--- config.mk ---
export PLATFORM = sky130hd
export DESIGN_NAME = seg7_reader
export DESIGN_NICKNAME = d
export VERILOG_FILES = /design/src/rtl/seg7_pkg.sv /design/src/rtl/seg7_decode.sv /design/src/rtl/seg7_reader.sv
export SDC_FILE = /design/constraint.sdc
export NUM_CORES = 1
export LEC_CHECK = 0
export ABC_AREA = 1
export ABC_CLOCK_PERIOD_IN_PS = 1500
export CAP_MARGIN = 20
export CELL_PAD_IN_SITES_DETAIL_PLACEMENT = 1
export CELL_PAD_IN_SITES_GLOBAL_PLACEMENT = 1
export CORE_AREA = 10 10 82 84
export DETAILED_ROUTE_END_ITERATION = 10
export DIE_AREA = 0 0 92 94
export GPL_TIMING_DRIVEN = 0
export PLACE_DENSITY = 0.8
export SLEW_MARGIN = 30
export SYNTH_ARGS = -nofsm -noshare
export SYNTH_HDL_FRONTEND = slang
export SYNTH_SLANG_ARGS = --single-unit
--- constraint.sdc ---
create_clock -name clk -period 1.5 [get_ports clk]
set_input_delay 0.3 -clock clk [delete_from_list [all_inputs] [get_ports clk]]
set_output_delay 0.3 -clock clk [all_outputs]
set_load 0.02 [all_outputs]
--- src/rtl/seg7_pkg.sv ---
// Shared constants and types for the seven-segment read-back monitor.
// Segment patterns are active-low: bit 6 = g ... bit 0 = a, 0 = segment lit.
package seg7_pkg;

  localparam logic [6:0] SEG_0     = 7'h40;
  localparam logic [6:0] SEG_1     = 7'h79;
  localparam logic [6:0] SEG_2     = 7'h24;
  localparam logic [6:0] SEG_3     = 7'h30;
  localparam logic [6:0] SEG_4     = 7'h19;
  localparam logic [6:0] SEG_5     = 7'h12;
  localparam logic [6:0] SEG_6     = 7'h02;
  localparam logic [6:0] SEG_7     = 7'h78;
  localparam logic [6:0] SEG_8     = 7'h00;
  localparam logic [6:0] SEG_9     = 7'h10;
  localparam logic [6:0] SEG_BLANK = 7'h7F;

  typedef enum logic {S_WAIT, S_LOCK} reader_state_t;

endpackage

--- src/rtl/seg7_decode.sv ---
// Combinational decoder from an active-low segment pattern to a BCD digit.
// Anything that is neither a digit code nor blank reports is_digit = is_blank = 0.
module seg7_decode
  import seg7_pkg::*;
(
  input  logic [6:0] pattern,
  output logic [3:0] digit,
  output logic       is_digit,
  output logic       is_blank
);

  // Table lookup; digit is 0 whenever the pattern is not a legal digit code.
  always_comb begin
    digit    = 4'd0;
    is_digit = 1'b1;
    is_blank = 1'b0;
    case (pattern)
      SEG_0:     digit = 4'd0;
      SEG_1:     digit = 4'd1;
      SEG_2:     digit = 4'd2;
      SEG_3:     digit = 4'd3;
      SEG_4:     digit = 4'd4;
      SEG_5:     digit = 4'd5;
      SEG_6:     digit = 4'd6;
      SEG_7:     digit = 4'd7;
      SEG_8:     digit = 4'd8;
      SEG_9:     digit = 4'd9;
      SEG_BLANK: begin
        is_digit = 1'b0;
        is_blank = 1'b1;
      end
      default:   is_digit = 1'b0;
    endcase
  end

endmodule

--- src/rtl/seg7_reader.sv ---
// Debounced seven-segment read-back monitor. A pattern is classified only
// after it has been sampled unchanged for STABLE_CYCLES consecutive edges.
//
// Output semantics: digit_valid is a single-cycle strobe with no back-pressure;
// it fires on the edge a digit pattern locks and digit carries the decoded value
// from that same edge onward. stable/blank/invalid are levels that hold for the
// whole time the locked pattern stays on the bus. state exposes the FSM.
module seg7_reader
  import seg7_pkg::*;
#(
  parameter int unsigned STABLE_CYCLES = 4
) (
  input  logic          clk,
  input  logic          reset,
  input  logic [6:0]    leds,
  output logic [3:0]    digit,
  output logic          digit_valid,
  output logic          stable,
  output logic          blank,
  output logic          invalid,
  output logic [7:0]    lock_count,
  output reader_state_t state
);

  localparam logic [7:0] CNT_MAX = 8'(STABLE_CYCLES - 1);

  logic [6:0] leds_q;
  logic [7:0] cnt;
  logic       same;
  logic [3:0] dec_digit;
  logic       dec_is_digit;
  logic       dec_is_blank;

  assign same = (leds == leds_q);

  // The locked pattern always equals leds_q on the lock edge, so decode the register.
  seg7_decode u_decode (
    .pattern  (leds_q),
    .digit    (dec_digit),
    .is_digit (dec_is_digit),
    .is_blank (dec_is_blank)
  );

  // Sample register and saturating run-length counter of identical samples.
  always_ff @(posedge clk) begin
    if (reset) begin
      leds_q <= SEG_BLANK;
      cnt    <= 8'd0;
    end else begin
      leds_q <= leds;
      if (!same)
        cnt <= 8'd0;
      else if (cnt != CNT_MAX)
        cnt <= cnt + 8'd1;
    end
  end

  // WAIT/LOCK state machine with registered classification outputs.
  always_ff @(posedge clk) begin
    if (reset) begin
      state       <= S_WAIT;
      digit       <= 4'd0;
      digit_valid <= 1'b0;
      stable      <= 1'b0;
      blank       <= 1'b0;
      invalid     <= 1'b0;
      lock_count  <= 8'd0;
    end else begin
      digit_valid <= 1'b0;
      case (state)
        S_WAIT: begin
          if (same && cnt == CNT_MAX) begin
            state  <= S_LOCK;
            stable <= 1'b1;
            if (dec_is_digit) begin
              digit       <= dec_digit;
              digit_valid <= 1'b1;
              if (lock_count != 8'hFF)
                lock_count <= lock_count + 8'd1;
            end else if (dec_is_blank) begin
              blank <= 1'b1;
            end else begin
              invalid <= 1'b1;
            end
          end
        end
        S_LOCK: begin
          // Any change releases the lock; digit keeps the last decoded value.
          if (!same) begin
            state   <= S_WAIT;
            stable  <= 1'b0;
            blank   <= 1'b0;
            invalid <= 1'b0;
          end
        end
        default: state <= S_WAIT;
      endcase
    end
  end

endmodule

M4 wires:
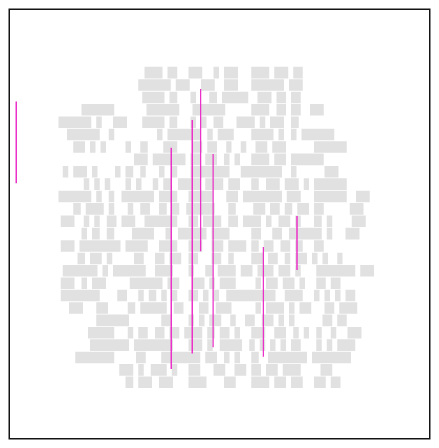
nets with wire on the layer: 7
wire length on this layer: 230 µm
longest straight run: 51.0 µm
main direction: vertical
via count: 1898
final WL: 6970 µm

Ports around the boundary:
Pins as bars across the die edge, other pins in grey.
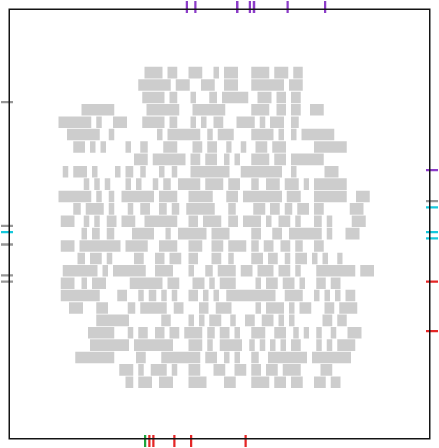
[lock_count] purple | pins: 8 | direction: output | edge: 7 north, 1 east
[leds] red | pins: 7 | direction: input | edge: 5 south, 2 east
[digit] cyan | pins: 4 | direction: output | edge: 3 east, 1 west
[reset] green | pins: 1 | direction: input | edge: south

Routed clock nets over the placement:
Bar = 20 µm.
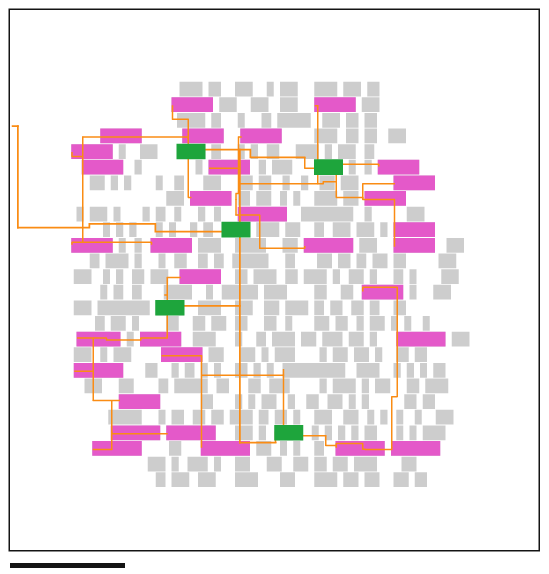
[flip-flops] magenta | count: 32
[clock wires] orange | length: 520 µm
[clock-net drivers] green | count: 5
routed clock nets: 6

==> impl_metrics.csv <==
group,metric,value,unit
pwr,combPwrFrac,9.9,%
yosys,ys_chip_area,0.00171,mm²
placement,io_buffer_count,24,
clock_tree,htreeDepth,2,
pwr,seqPwrFrac,43.3,%
layout,layout_top_cell,"nand2_1",
critical_path,end_kind,"flop",
pwr,comb-power,199,µW
critical_path,r2r_setup_slack,-180,ps
yosys,top_area_cell,"dfxtp_1",
final_timing,slew_violations,0,
final_timing,worst_slack,-178,ps
yosys,postSynthCellCount,238,
critical_path,cp.arrival,1900,ps
clock_tree,max-clock-path-buffers,2,
drt,detail_route.first_pass.iterations,4,
placement,placed_cell_area,0.00205,mm²
yosys,synth-seq-cells,32,
critical_path,crit_chain,"nor2_4 > inv_2 > nor2_1 > nand2_1 > nand2_2 > nor2_4 > nand2_4 > buf_8 > nand4_1 > a21oi_2",
layout,nonClkBufAreaFrac,20.1,%
clock_tree,postCtsSetupBuffers,29,
critical_path,crit_required,1730,ps
layout,drive_above_1_share,42.2,%
final_timing,setup_tns,-1360,ps
clock_tree,cts_resized,54,
pwr,pwr-share-clk,46.8,%
yosys,ff_type,"dfxtp_1",
pwr,powerClk,943,µW
layout,largest_class,"logic gates",
pwr,leakage,0.00123,µW
drt,drt_iter0_drc,75,
drt,route.detailed.drc,0,
critical_path,slowest_delay,390,ps
placement,dp_hpwl,3550,µm
layout,n_antenna_cell,0,
critical_path,reg2reg_depth,10,
status,outcome,"finished with violations",
critical_path,cp-start-kind,"flop",
floorplan,design.core.area,0.00507,mm²
yosys,syn_area,0.00171,mm²
clock_tree,clk_pin_slew,80,ps
placement,routabilityCongestion,0.868,
layout,n_all_buffers,66,
clock_tree,clock_latency,300,ps
yosys,top_cells_by_area,"dfxtp_1 (37%), nand2_1 (15%), nor2_1 (5.9%), a21oi_1 (5.0%), xor2_1 (4.6%)",
final_timing,hold_ws,365,ps
final_timing,maxSlewHeadroom,65.1,%
pwr,power_leader,"the clock network",
drt,dr_wl_met2,3600,µm
critical_path,cp_common_cell,"nor2_4",
layout,regArea,679,µm²
yosys,ys_seq_share,37.5,%
yosys,yosys.area_share.aoi,5.93,%
layout,logic_area,0.00116,mm²
pwr,switchingPower,492,µW
drt,ant_nets,0,
critical_path,cp_max_fo,10,
yosys,ys_top_logic_family,"simple AND/OR/NAND/NOR gates",
floorplan,tap-cell-count,70,
final_timing,layout_min_cycle_time,1680,ps
yosys,mux_area_share,0,%
layout,flops,32,
worst_hold_path,hp-start,"leds[0]",
floorplan,fp_util,33.7,%
clock_tree,cts_tree,"done",
final_timing,setup_viol,11,
worst_hold_path,min_path_cells,3,
yosys,synth.top_cell.area_share,37.5,%
pwr,powerSeq,873,µW
layout,num-multi-input-gates,179,
yosys,simple_gate_share,41.8,%
layout,inv_count,23,
clock_tree,cts_sinks,32,
clock_tree,cts_buffers,5,
final_timing,worstMarginPinSlew,524,ps
pwr,report.power.total,2020,µW
layout,clk_share,4.71,%
critical_path,cp-startpoint,"leds_q[5]$_SDFF_PP1_",
yosys,synth_cell_types,26,
yosys,synth.most_common_cell,"nand2_1",
layout,comb_share,43.1,%
global_route,grt_pass1_vias,1926,
status,violations,"negative setup slack",
critical_path,r2r_end,"lock_count[1]$_SDFFE_PP0P_",
layout,nets,318,
final_timing,fmax,596,MHz
final_timing,finClkSkew,11.7,ps
placement,post-place-ws,-553,ps
floorplan,io_pins,26,
layout,fillers,634,
yosys,async_flop_share,0,%
global_route,grt_pass1_wl,9690,µm
worst_hold_path,hold-path-endpoint,"leds_q[0]$_SDFF_PP1_",
critical_path,critPathTopFamily,"simple AND/OR/NAND/NOR gates",
yosys,synth-edff-count,0,
layout,clkbuf_count,7,
final_timing,finalHoldViolations,0,
critical_path,slowest_stage,"dfxtp_4",
floorplan,num_rows,26,
yosys,syn_area_per_cell,7.19,µm²
layout,syn2layout_area_growth,57.0,%
layout,fin_util,52.9,%
critical_path,worstSetupPathType,"flop to flop",
pwr,ir_drop,0.000533,V
final_timing,rsz0062_at_grt,"yes",
layout,final_cells,378,
floorplan,chipWidth,92,µm
global_route,gr-usage-met3,2.96,%
yosys,ys_sh_xor,6.66,%
global_route,grt_use_met2,25.0,%
clock_tree,cts_root_buf,"clkbuf_8",
Routing congestion map:
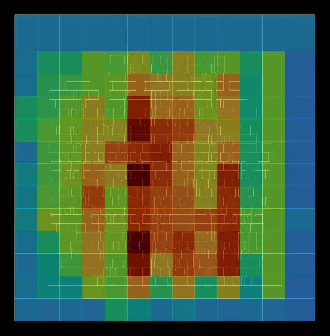
grt met1 use: 15.7%
busiest grt layer: met2
GRT Util Overall: 14.0%
wire length per cell: 18.4 µm

Register map, names as in the netlist:
Other sequential cells in the stronger grey, the rest of the logic in the fainter grey.
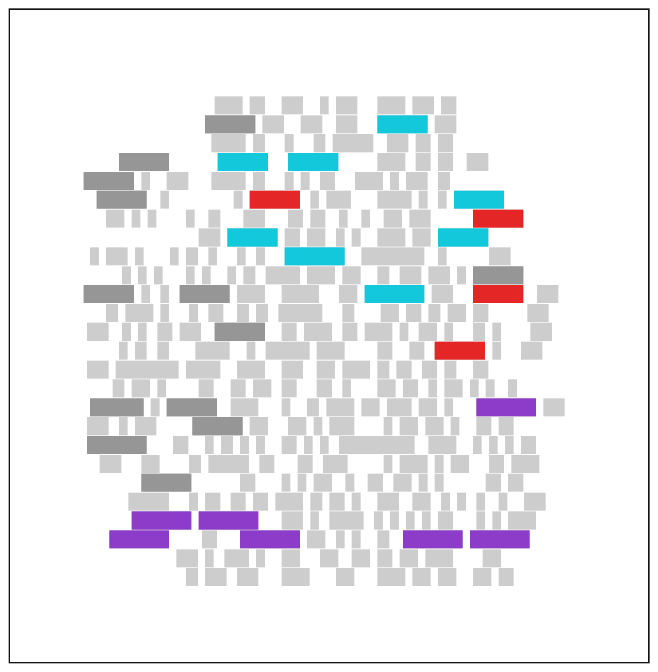
[lock_count] cyan | placed flops: 8
[digit] red | placed flops: 4
[leds_q] purple | placed flops: 7
not coloured: 13

Power figures rest on the tool's default switching activity, not on a simulated workload.
